--- config.mk ---
export PLATFORM = sky130hd
export DESIGN_NAME = instr_sequencer
export DESIGN_NICKNAME = d
export VERILOG_FILES = /design/src/rtl/instr_sequencer.sv
export SDC_FILE = /design/constraint.sdc
export NUM_CORES = 1
export LEC_CHECK = 0
export CORE_MARGIN = 3
export CORE_UTILIZATION = 47
export DETAILED_ROUTE_END_ITERATION = 8
export GPL_ROUTABILITY_DRIVEN = 1
export PLACE_DENSITY = 0.83
export SLEW_MARGIN = 10
export SYNTH_ARGS = -nofsm -noshare
export SYNTH_HDL_FRONTEND = slang
export SYNTH_SLANG_ARGS = --single-unit
--- constraint.sdc ---
create_clock -name clk -period 2.9 [get_ports clk]
set_input_delay 0.58 -clock clk [delete_from_list [all_inputs] [get_ports clk]]
set_output_delay 0.58 -clock clk [all_outputs]
set_load 0.03 [all_outputs]
--- src/rtl/instr_sequencer.sv ---
// Instruction fetch/execute sequencer: paces fetch, execute, output handshake and halt,
// and counts completed instructions.
module instr_sequencer (
    input  logic        clk,
    input  logic        reset,
    input  logic        run,
    input  logic [7:0]  ir,
    input  logic        outReady,
    output logic        loadIR,
    output logic        pcInc,
    output logic        execEnable,
    output logic        outValid,
    output logic        halted,
    output logic [1:0]  phase,
    output logic [15:0] instrCount
);

    localparam int unsigned CountWidth = 16;
    localparam logic [2:0]  DestOut    = 3'b110;
    localparam logic [2:0]  DestHalt   = 3'b111;

    typedef enum logic [1:0] {
        FETCH    = 2'b00,
        EXEC     = 2'b01,
        WAIT_OUT = 2'b10,
        HALT     = 2'b11
    } stateT;

    stateT                 state;
    stateT                 nextState;
    logic [CountWidth-1:0] countQ;
    logic [2:0]            dest;
    logic                  srcRom;
    logic                  unusedIr;

    assign dest     = ir[6:4];
    assign srcRom   = (ir[2:0] == 3'b000);
    // Flag bits 7 and 3 carry no meaning for sequencing.
    assign unusedIr = ^{ir[7], ir[3]};

    // State register
    always_ff @(posedge clk or posedge reset) begin
        if (reset) begin
            state <= FETCH;
        end else begin
            state <= nextState;
        end
    end

    // Next-state logic; run is only consulted in FETCH
    always_comb begin
        nextState = state;
        unique case (state)
            FETCH: begin
                if (run) begin
                    nextState = EXEC;
                end
            end
            EXEC: begin
                if (dest == DestHalt) begin
                    nextState = HALT;
                end else if (dest == DestOut && !outReady) begin
                    nextState = WAIT_OUT;
                end else begin
                    nextState = FETCH;
                end
            end
            WAIT_OUT: begin
                if (outReady) begin
                    nextState = FETCH;
                end
            end
            HALT: begin
                nextState = HALT;
            end
            default: begin
                nextState = FETCH;
            end
        endcase
    end

    // Output decode; strobes are forced low while reset is asserted
    always_comb begin
        loadIR     = 1'b0;
        pcInc      = 1'b0;
        execEnable = 1'b0;
        outValid   = 1'b0;
        halted     = 1'b0;
        if (!reset) begin
            unique case (state)
                FETCH: begin
                    loadIR = run;
                    pcInc  = run;
                end
                EXEC: begin
                    if (dest != DestHalt) begin
                        outValid = (dest == DestOut);
                        if (dest != DestOut || outReady) begin
                            execEnable = 1'b1;
                            pcInc      = srcRom;
                        end
                    end
                end
                WAIT_OUT: begin
                    outValid = 1'b1;
                    if (outReady) begin
                        execEnable = 1'b1;
                        pcInc      = srcRom;
                    end
                end
                HALT: begin
                    halted = 1'b1;
                end
                default: begin
                    halted = 1'b0;
                end
            endcase
        end
    end

    assign phase = state;

    // Completed-instruction counter, wraps silently
    always_ff @(posedge clk or posedge reset) begin
        if (reset) begin
            countQ <= '0;
        end else if (execEnable) begin
            countQ <= countQ + CountWidth'(1);
        end
    end

    assign instrCount = countQ;

endmodule
Figure 1. Routing congestion map.
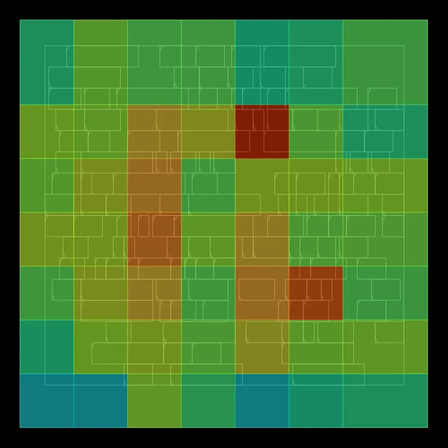
Layout Utilization: 0.696
met2 Usage GRT: 0.274
met3 usage: 0.0313
M1 GR Usage: 0.235

Figure 2. Register map, names as in the netlist.
Drawn at 10 px/um. Other cells in gray.
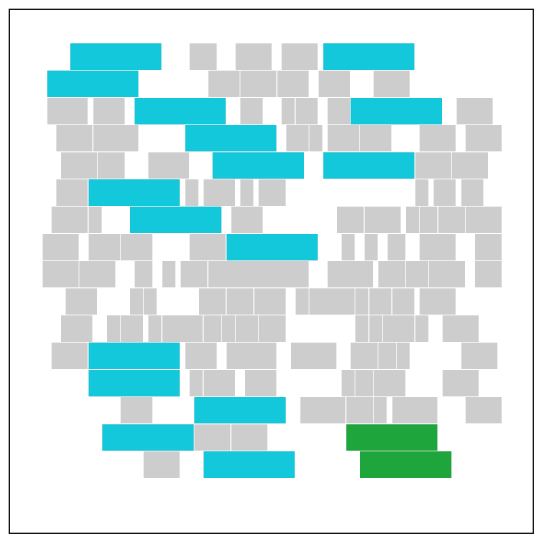
Green marks `phase`, flops 2. Cyan marks `instrCount`, flops 16.

==> impl_metrics.py <==
# Synthesis and PnR figures
metrics = {
    "setup_path": {
        "cp-start-kind": "input pin",
        "cp-endpoint": "pcInc",
        "reg2reg_to": "instrCount[1]",
        "reg2reg_from": "phase[1]",
        "startpoint": "ir[4]",
        "required_ns": 2.32,
        "end_kind": "output port",
    },
    "synth": {
        "edf_count": 0,
        "top_cells_by_count": "dfrtp_1 (18), nand2_1 (16), xnor2_1 (12)",
        "synth_top_cell_by_count": "dfrtp_1",
        "ys_ff": 18,
        "synthCells": 96,
        "netlist_area_um2": 1010,
        "synth.top_cell.area_share": 0.448,
    },
    "final_layout": {
        "fin_nets": 152,
        "biggestCellCategory": "multi-input combinational cells",
        "drive_gt1_frac": 0.143,
        "comb_area_um2": 529,
        "layout.nonclk_buf_frac": 0.233,
        "stdcell_area_um2": 1390,
        "sh_comb_area": 0.380,
    },
    "floorplan": {
        "ioPinCount": 35,
        "fp-row-count": 16,
    },
    "grt": {
        "grt_max_degree": 13,
        "grt_pass1_wl_um": 3590,
        "grtUsageTotal": 0.177,
        "overflow": 0,
    },
    "detailed_routing": {
        "wl_per_cell_um": 12.7,
        "top_layer_used": "met4",
        "postRouteAntennaNets": 0,
        "drt_iter0_drc": 11,
        "wirelength_um": 2030,
        "vias": 842,
        "met1_length_um": 958,
        "met3_length_um": 130,
    },
    "timing": {
        "rsz0062_at_grt": "false",
        "hold_violations": 0,
        "fin_ws_ns": 0.317,
        "fin_crit_sh": 0.891,
        "skew_ns": 0.00453,
        "fin_tns_setup_ns": 0,
    },
    "place": {
        "preCtsSetupSlack_ns": 0.328,
        "gp_congestion": 0.765,
        "port_buffers": 32,
    },
    "clock_tree": {
        "cts-resized-gates": 0,
        "clkTransAtPathRegs_ns": 0.10,
        "cts_made_buffers": 3,
        "cts.sinks": 18,
        "cts_tree": "yes",
    },
    "power_and_ir_drop": {
        "power.leakage_nw": 0.589,
        "power_density_nw_per_um2": 699,
    },
    "flow_run": {
        "log.warning_count": 32,
    },
    "status": {
        "status": "finished clean",
    },
}
-- routing by layer --
layer | up-vias | global-route usage
met5 | - | 0
li1 | 409 | -
met2 | 29 | 0.274
met3 | 4 | 0.0313
met4 | 0 | 0.0894
met1 | 400 | 0.235
-- cell families (layout without fill, tap and decap cells) --
kind of cell / Yosys count / in the layout / share of synthesized area
buf+inv: 6 / 43 / 0.0261
xor+xnor: 15 / 15 / 0.131
simple gates: 40 / 40 / 0.221
fa+ha+maj: 6 / 6 / 0.0746
mux: 1 / 1 / 0.0112
compound gates: 10 / 10 / 0.0883
flops: 18 / 18 / 0.448
-- report_power, final --
group          leakage, nW  switching, mW  total [mW]  internal (mW)
logic                0.327          0.277       0.472          0.195
clock network       0.0210         0.0745       0.151         0.0764
registers            0.242         0.0568       0.352          0.295
-- registers in the layout, indices dropped and copies added (netlist names) --
register,flops
instrCount,16
phase,2
-- worst max-delay path, stage by stage --
cell and delay [ns]:
clkdlybuf4s50_1 0.49, and2b_1 0.21, o21ai_2 0.26, nand2_1 0.10
a21oi_1 0.13, nor2_1 0.05, buf_4 0.16
-- stage by stage --
stage | instances | utilization
after detailed placement | 156 | 0.678
after floorplan | 96 | -
after CTS | 160 | 0.696
after global placement | 156 | 0.678
final | 160 | 0.696
after global routing | 160 | 0.696
-- worst min path at each step --
stage,endpoint,from,slack (ns)
after global placement,instrCount[15],instrCount[15],0.46
after CTS,instrCount[15],instrCount[15],0.48
final,instrCount[15],instrCount[15],0.47
after detailed placement,instrCount[15],instrCount[15],0.46
after global routing,instrCount[15],instrCount[15],0.51
after floorplan,instrCount[0],reset,0.53
Power and IR drop assume default switching activity.
